File: src/rtl/steer_en_ctrl.sv
// Steering-enable controller for the load-cell front end.
// Decides from left/right load readings when the rider is on and balanced,
// and enables steering after a settle period. Weight thresholds carry
// hysteresis, and the steering disable is debounced over DIS_CYC cycles.
//
// state | meaning
// ------+-----------------------------------------------------------
// IDLE  | no rider present; rider_off asserted
// WAIT  | rider present, settle timer running while balanced
// STEER | steering enabled; debounced imbalance returns to WAIT
module steer_en_ctrl #(
  parameter int unsigned LD_W      = 12,
  parameter int unsigned MIN_WT    = 32'h200,
  parameter int unsigned WT_HYST   = 32'h040,
  parameter int unsigned EN_SHIFT  = 3,
  parameter int unsigned DIS_SHIFT = 4,
  parameter int unsigned DIS_CYC   = 1,
  parameter int unsigned TMR_W     = 26,
  parameter int unsigned FAST_SIM  = 0,
  parameter int unsigned FAST_W    = 4
) (
  input  logic            clk,
  input  logic            rst,
  input  logic [LD_W-1:0] lft_load,
  input  logic [LD_W-1:0] rght_load,
  output logic            en_steer,
  output logic            rider_off,
  output logic [1:0]      steer_st
);

  localparam logic [1:0] IDLE  = 2'b00;
  localparam logic [1:0] WAIT  = 2'b01;
  localparam logic [1:0] STEER = 2'b10;

  localparam int unsigned HI_TH_I = MIN_WT + WT_HYST;
  localparam int unsigned LO_TH_I = MIN_WT - WT_HYST;
  localparam logic [LD_W:0] HI_TH = HI_TH_I[LD_W:0];
  localparam logic [LD_W:0] LO_TH = LO_TH_I[LD_W:0];
  localparam int unsigned DIS_LAST_I = DIS_CYC - 1;
  localparam logic [7:0] DIS_LAST = DIS_LAST_I[7:0];

  logic [1:0]      state_q, state_d;
  logic [TMR_W-1:0] tmr_q, tmr_d;
  logic [7:0]      dis_q, dis_d;
  logic            en_steer_q, rider_off_q;

  logic [LD_W:0]   sum;
  logic [LD_W-1:0] diff;
  logic [LD_W:0]   en_lim;
  logic [LD_W:0]   dis_lim;
  logic            sum_gt_min, sum_lt_min;
  logic            diff_gt_en, diff_gt_dis;
  logic            tmr_full;

  // Load arithmetic; all comparisons are unsigned and done at LD_W+1 bits.
  always_comb begin
    sum         = {1'b0, lft_load} + {1'b0, rght_load};
    diff        = (lft_load >= rght_load) ? (lft_load - rght_load) : (rght_load - lft_load);
    en_lim      = sum >> EN_SHIFT;
    dis_lim     = sum - (sum >> DIS_SHIFT);
    sum_gt_min  = sum > HI_TH;
    sum_lt_min  = sum < LO_TH;
    diff_gt_en  = {1'b0, diff} > en_lim;
    diff_gt_dis = {1'b0, diff} > dis_lim;
  end

  // In fast-sim mode only the low timer bits define the settle period.
  assign tmr_full = (FAST_SIM != 0) ? (&tmr_q[FAST_W-1:0]) : (&tmr_q);

  // Next-state, settle timer and disable debounce counter.
  always_comb begin
    state_d = state_q;
    tmr_d   = tmr_q;
    dis_d   = dis_q;
    case (state_q)
      IDLE: begin
        dis_d = '0;
        if (sum_gt_min) begin
          state_d = WAIT;
          tmr_d   = '0;
        end
      end
      WAIT: begin
        dis_d = '0;
        if (sum_lt_min) begin
          state_d = IDLE;
        end else if (diff_gt_en) begin
          tmr_d = '0;
        end else if (tmr_full) begin
          state_d = STEER;
        end else begin
          tmr_d = tmr_q + TMR_W'(1);
        end
      end
      STEER: begin
        if (sum_lt_min) begin
          state_d = IDLE;
          dis_d   = '0;
        end else if (diff_gt_dis) begin
          if (dis_q >= DIS_LAST) begin
            state_d = WAIT;
            tmr_d   = '0;
            dis_d   = '0;
          end else begin
            dis_d = dis_q + 8'd1;
          end
        end else begin
          dis_d = '0;
        end
      end
      default: begin
        state_d = IDLE;
        dis_d   = '0;
      end
    endcase
  end

  // State registers; outputs are registered decodes of the next state.
  always_ff @(posedge clk) begin
    if (rst) begin
      state_q     <= IDLE;
      tmr_q       <= '0;
      dis_q       <= '0;
      en_steer_q  <= 1'b0;
      rider_off_q <= 1'b1;
    end else begin
      state_q     <= state_d;
      tmr_q       <= tmr_d;
      dis_q       <= dis_d;
      en_steer_q  <= (state_d == STEER);
      rider_off_q <= (state_d == IDLE);
    end
  end

  assign en_steer  = en_steer_q;
  assign rider_off = rider_off_q;
  assign steer_st  = state_q;

endmodule

File: config.mk
export PLATFORM = sky130hd
export DESIGN_NAME = steer_en_ctrl
export DESIGN_NICKNAME = d
export VERILOG_FILES = /design/src/rtl/steer_en_ctrl.sv
export SDC_FILE = /design/constraint.sdc
export NUM_CORES = 1
export LEC_CHECK = 0
export ABC_AREA = 1
export CORE_MARGIN = 4
export CORE_UTILIZATION = 30
export CTS_BUF_LIST = sky130_fd_sc_hd__clkbuf_8
export DETAILED_ROUTE_END_ITERATION = 10
export SKIP_LAST_GASP = 1
export SYNTH_ARGS = -nofsm -noshare
export SYNTH_HDL_FRONTEND = slang
export SYNTH_SLANG_ARGS = --single-unit
File: constraint.sdc
create_clock -name clk -period 9.35 [get_ports clk]
set_input_delay 2.3375 -clock clk [delete_from_list [all_inputs] [get_ports clk]]
set_output_delay 2.3375 -clock clk [all_outputs]
set_load 0.02 [all_outputs]
==> results.txt, run 1 <==
fresh numbers from the pnr run: outcome complete, no violations, global-route wire length before repair ~24000 um, Worst R2R Setup Slack about 6.3 ns, Pre-Place Util 0.308, PD cells around 130 mW/mm^2, top cells by count, synth nand2_1, inv_1, nand3_1, DRC Markers 0, antenna fix cells 0, Hold Crit Endpoint tmr_q[0]$_SDFFE_PP0P_, Die Wd between 100 and 150 um, H-tree levels 2, vias in the first global route between 5k and 6k, Final ANT Viol Nets 0, Post-synth top flop dfxtp_1, Reg2Reg Depth 16, largest cells by area after synthesis nand2_1, ha_1, dfxtp_1, clk slew on worst S/H paths ~0.070 ns, Synth Warn # 0, Period minus WS final 7.42 ns, CP startpoint lft_load[1], post-route insts no fill between 1k and 1.5k, GR Util All Layers 0.139, Final Cycle Share 0.794, final hold slack between 0.4 and 0.5 ns, buffers and inverters on the worst path 3, Avg Cell Area, Syn ~6.0 um^2, Critical Path Slowest Stage Cell clkdlybuf4s50_1, number of flip-flops in the largest register 26, Distinct lib cells used between 40 and 50, CTS resizes 0, Rows between 40 and 50, hold path start tmr_q[0]$_SDFFE_PP0P_, worst r2r src tmr_q[0]$_SDFFE_PP0P_, antenna violations before repair 0, syn nets 990, yosys stat area roughly 0.0054 mm^2, Top reg by flops tmr_q, Setup TNS 0 ns, GP Congestion about 0.9, RSZ-0062 raised after global routing false, core area ~0.017 mm^2, I/O pin count 30, grt ovf 0, sequential share of power 0.187, Clock power frac 0.169, pin count of the biggest net entering global routing 35, Critical Path Stages 25, ratio of cells with drive above 1 in the final layout 0.0911, switching power share of the total 0.482, CP Capture Type register, Worst Setup Start Kind input port, Via density between 4 and 5, P_leak ~2.9 nW, TritonCTS Buffers 5, pre-CTS WS approximately 1.6 ns, max cap viols 0, Pwr Total 0.000748 W, Cells after DPL approximately 1.1k, Dominant cell area share 0.170, Crit path largest cell delay 0.56 ns, Top cells excl fill/tap nand2_1, inv_1, nand3_1, drt wl/cell roughly 12 um, final core utilization 0.339, nets approximately 1.0k, ys flops 30, clock buffer depth 2, CP max FO 34, Crit path arrival time about 7.6 ns, switching power roughly 0.00036 W, cell taking the most area after synthesis nand2_1, ys async rst share 0, worst hold path class reg -> reg, tool warnings ~50, Final Skew ~0.007 ns, Post-Synth Simple-Gate Area 0.427, Slew @ Worst Pin between 0.5 and 0.6 ns, crit path to rider_off$_SDFF_PP1_, final worst-path setup slack 1.93 ns
-- run 1: per-layer routing --
layer,routed length [um],global-route usage,up-vias
met1,7060,0.197,2423
met3,543,0.0111,15
met5,0,0,-
met4,157,0.0288,0
met2,6180,0.232,117
li1,-,-,2896
-- run 1: power by group through the flow --
stage               logic (W)  clock network, W  registers, W
finish               0.000482          0.000126      0.000140
global route         0.000549          0.000134      0.000141
CTS                  0.000483          0.000129      0.000140
detailed placement   0.000480                 0      0.000143
global placement     0.000479                 0      0.000142
floorplan            0.000373                 0      0.000143
-- run 1: final cells by class --
| type | instances | area, um^2 |
|---|---|---|
| clock buffers | 8 | 110 |
| fillers | 1973 | 11500 |
| inverters | 141 | 529 |
| multi-input cells | 700 | 4070 |
| flip-flops and latches | 30 | 601 |
| well taps | 225 | 282 |
| repair buffers | 32 | 313 |
Figure 1. Clock network drawn from the DEF (run 1).
Drawn at 4 px/um.
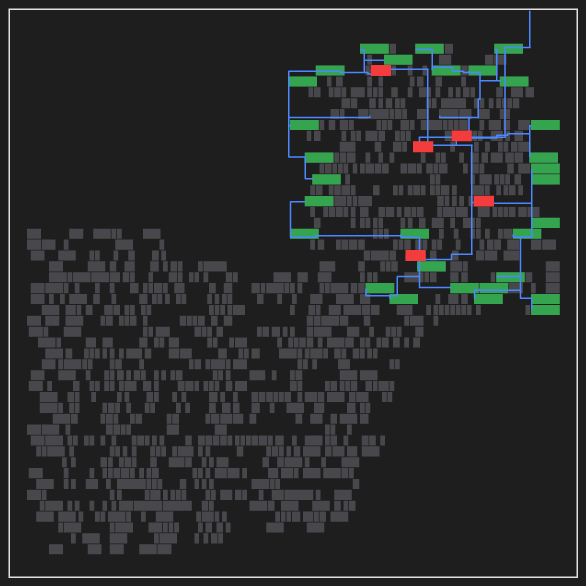
flip-flops -> green  # count 30
clock-net drivers -> red  # count 5
clock wires -> blue  # length 497 um
routed clock nets = 6

Figure 2. Pin map (run 1).
Drawn at 2 px/um. Pins as bars across the die edge, other pins in grey.
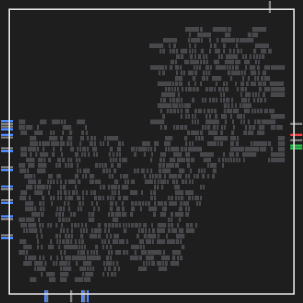
`rght_load` -> blue  # pins 12, direction input, edge 9 left, 3 bottom
`rider_off` -> red  # pins 1, direction output, edge right
`steer_st` -> green  # pins 2, direction output, edge right

Figure 3. The metal 2 layer (run 1).
Drawn at 3 px/um.
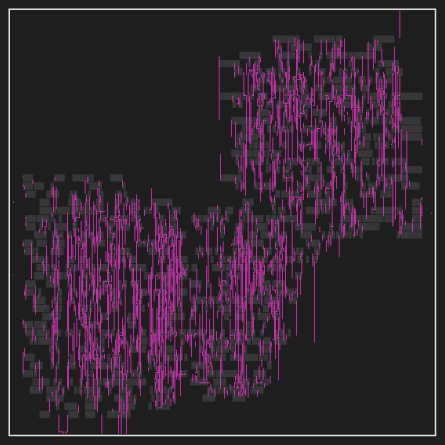
share of all routed wire = 44%
longest straight run = 48.3 um
nets with wire on the layer = 750

==> inputs of run 2 (changes only) <==
==> constraint.sdc (replaced) <==
create_clock -name clk -period 7.3 [get_ports clk]
set_input_delay 1.825 -clock clk [delete_from_list [all_inputs] [get_ports clk]]
set_output_delay 1.825 -clock clk [all_outputs]
set_load 0.02 [all_outputs]
Figure 4. Clock network drawn from the DEF (run 2).
Drawn at 4 px/um.
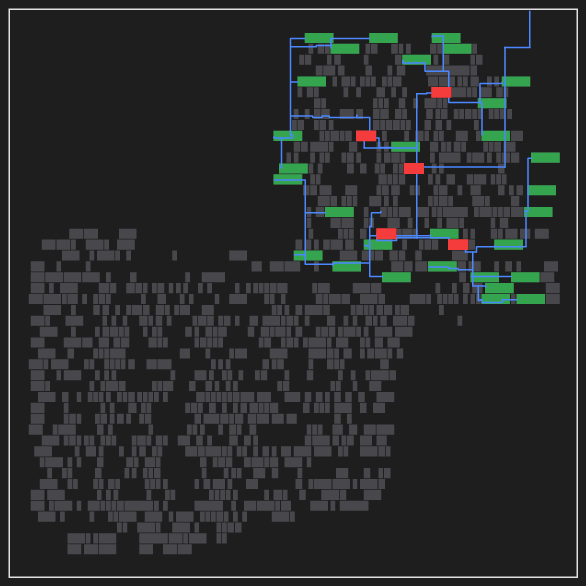
flip-flops -> green  # count 30
clock-net drivers -> red  # count 5
clock wires -> blue  # length 502 um
routed clock nets = 6

Figure 5. Pin map (run 2).
Drawn at 2 px/um. Pins as bars across the die edge, other pins in grey.
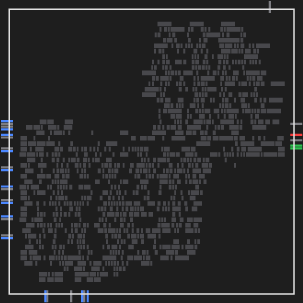
`rght_load` -> blue  # pins 12, direction input, edge 9 left, 3 bottom
`steer_st` -> green  # pins 2, direction output, edge right
`rider_off` -> red  # pins 1, direction output, edge right
all pins by edge = 18 left, 6 bottom, 5 right, 1 top
IO Port Bufs: 29
Vert. Die Dim: 142 um
Die Wd: 142 um

==> run 2 against run 1 <==
  * Sequential share of layout area down 0.075 points
  * Via count increased by 0.59%
  * Global-route usage fell by 0.089 points
  * First-iteration DRC count is 1.6% higher
  * Critical path depth is 1 higher
  * Clock power increased by 34%
  * Critical endpoint is now tmr_q[11]$_SDFFE_PP0P_
==> results.txt, run 2 <==
fresh numbers from the pnr run: outcome complete, no violations, Top cells excl fill/tap nand2_1, inv_1, nand3_1, max cap viols 0, Reg2Reg Depth 16, worst r2r src tmr_q[0]$_SDFFE_PP0P_, worst hold path class reg -> reg, Top Usage Layer GRT met2, Buffers excl. clock 38, cell taking the most area after synthesis nand2_1, antenna fix cells 0, GP Congestion ~0.88, ys flops 30, CP startpoint lft_load[1], met1 WL 7200 um, final core utilization 0.342, TritonCTS Buffers 5, top cells by count, synth nand2_1, inv_1, nand3_1, largest cells by area after synthesis nand2_1, ha_1, dfxtp_1, Cells after DPL approximately 1.1k, Final Cycle Share 0.904, Setup TNS 0 ns, post-route insts no fill around 1.1k, area-dominant cell class after layout logic gates, antenna violations before repair 0, grt ovf 0, vias in the first global route 5141, drt wl/cell ~12 um, crit path to tmr_q[11]$_SDFFE_PP0P_, tap cells 225, filler cell count 1982, max layer used met4, Post-synth top flop dfxtp_1, combinational gates 700, Distinct lib cells used 44, DRC Markers 0, H-tree levels 2, RSZ-0062 raised after global routing false, tool warnings 50, Hold Crit Endpoint tmr_q[0]$_SDFFE_PP0P_, Avg Cell Area, Syn around 6 um^2, Worst R2R Setup Slack about 4.5 ns, Pre-Place Util 0.308, logic area slightly above 0.004 mm^2, clock buffer depth 2, Non-clock buffer share 0.0602, Crit path largest cell delay around 0.56 ns, Period minus WS final 6.60 ns, buffers and inverters on the worst path 3, met2 usage 0.231
Figure 6. The metal 2 layer (run 2).
Drawn at 3 px/um.
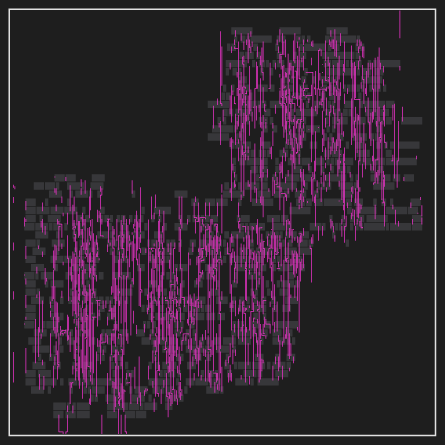
wire length on this layer = 6230 um
longest straight run = 39.8 um
share of all routed wire = 44%
main direction = vertical

run 2: cell families after synthesis:
family,after synthesis,share of synthesized area
AND/OR/NAND/NOR,502,0.427
buffers and inverters,165,0.128
AND-OR/OR-AND,91,0.104
adder cells (fa/ha/maj),69,0.167
XOR/XNOR,37,0.0605
flip-flops,30,0.112
multiplexers,1,0.00187
run 2: worst min-delay path, stage by stage (launching register included):
cell and delay, ns:
dfxtp_1 0.33, nand2_1 0.07, a21oi_1 0.05
run 2: power by group:
| group | total, W | switching [W] | internal (W) |
|---|---|---|---|
| combinational | 0.000628 | 0.000393 | 0.000235 |
| sequential | 0.000179 | 0.00000748 | 0.000172 |
| clock | 0.000169 | 0.0000689 | 0.000100 |
Power is estimated from default activity; no workload was simulated.
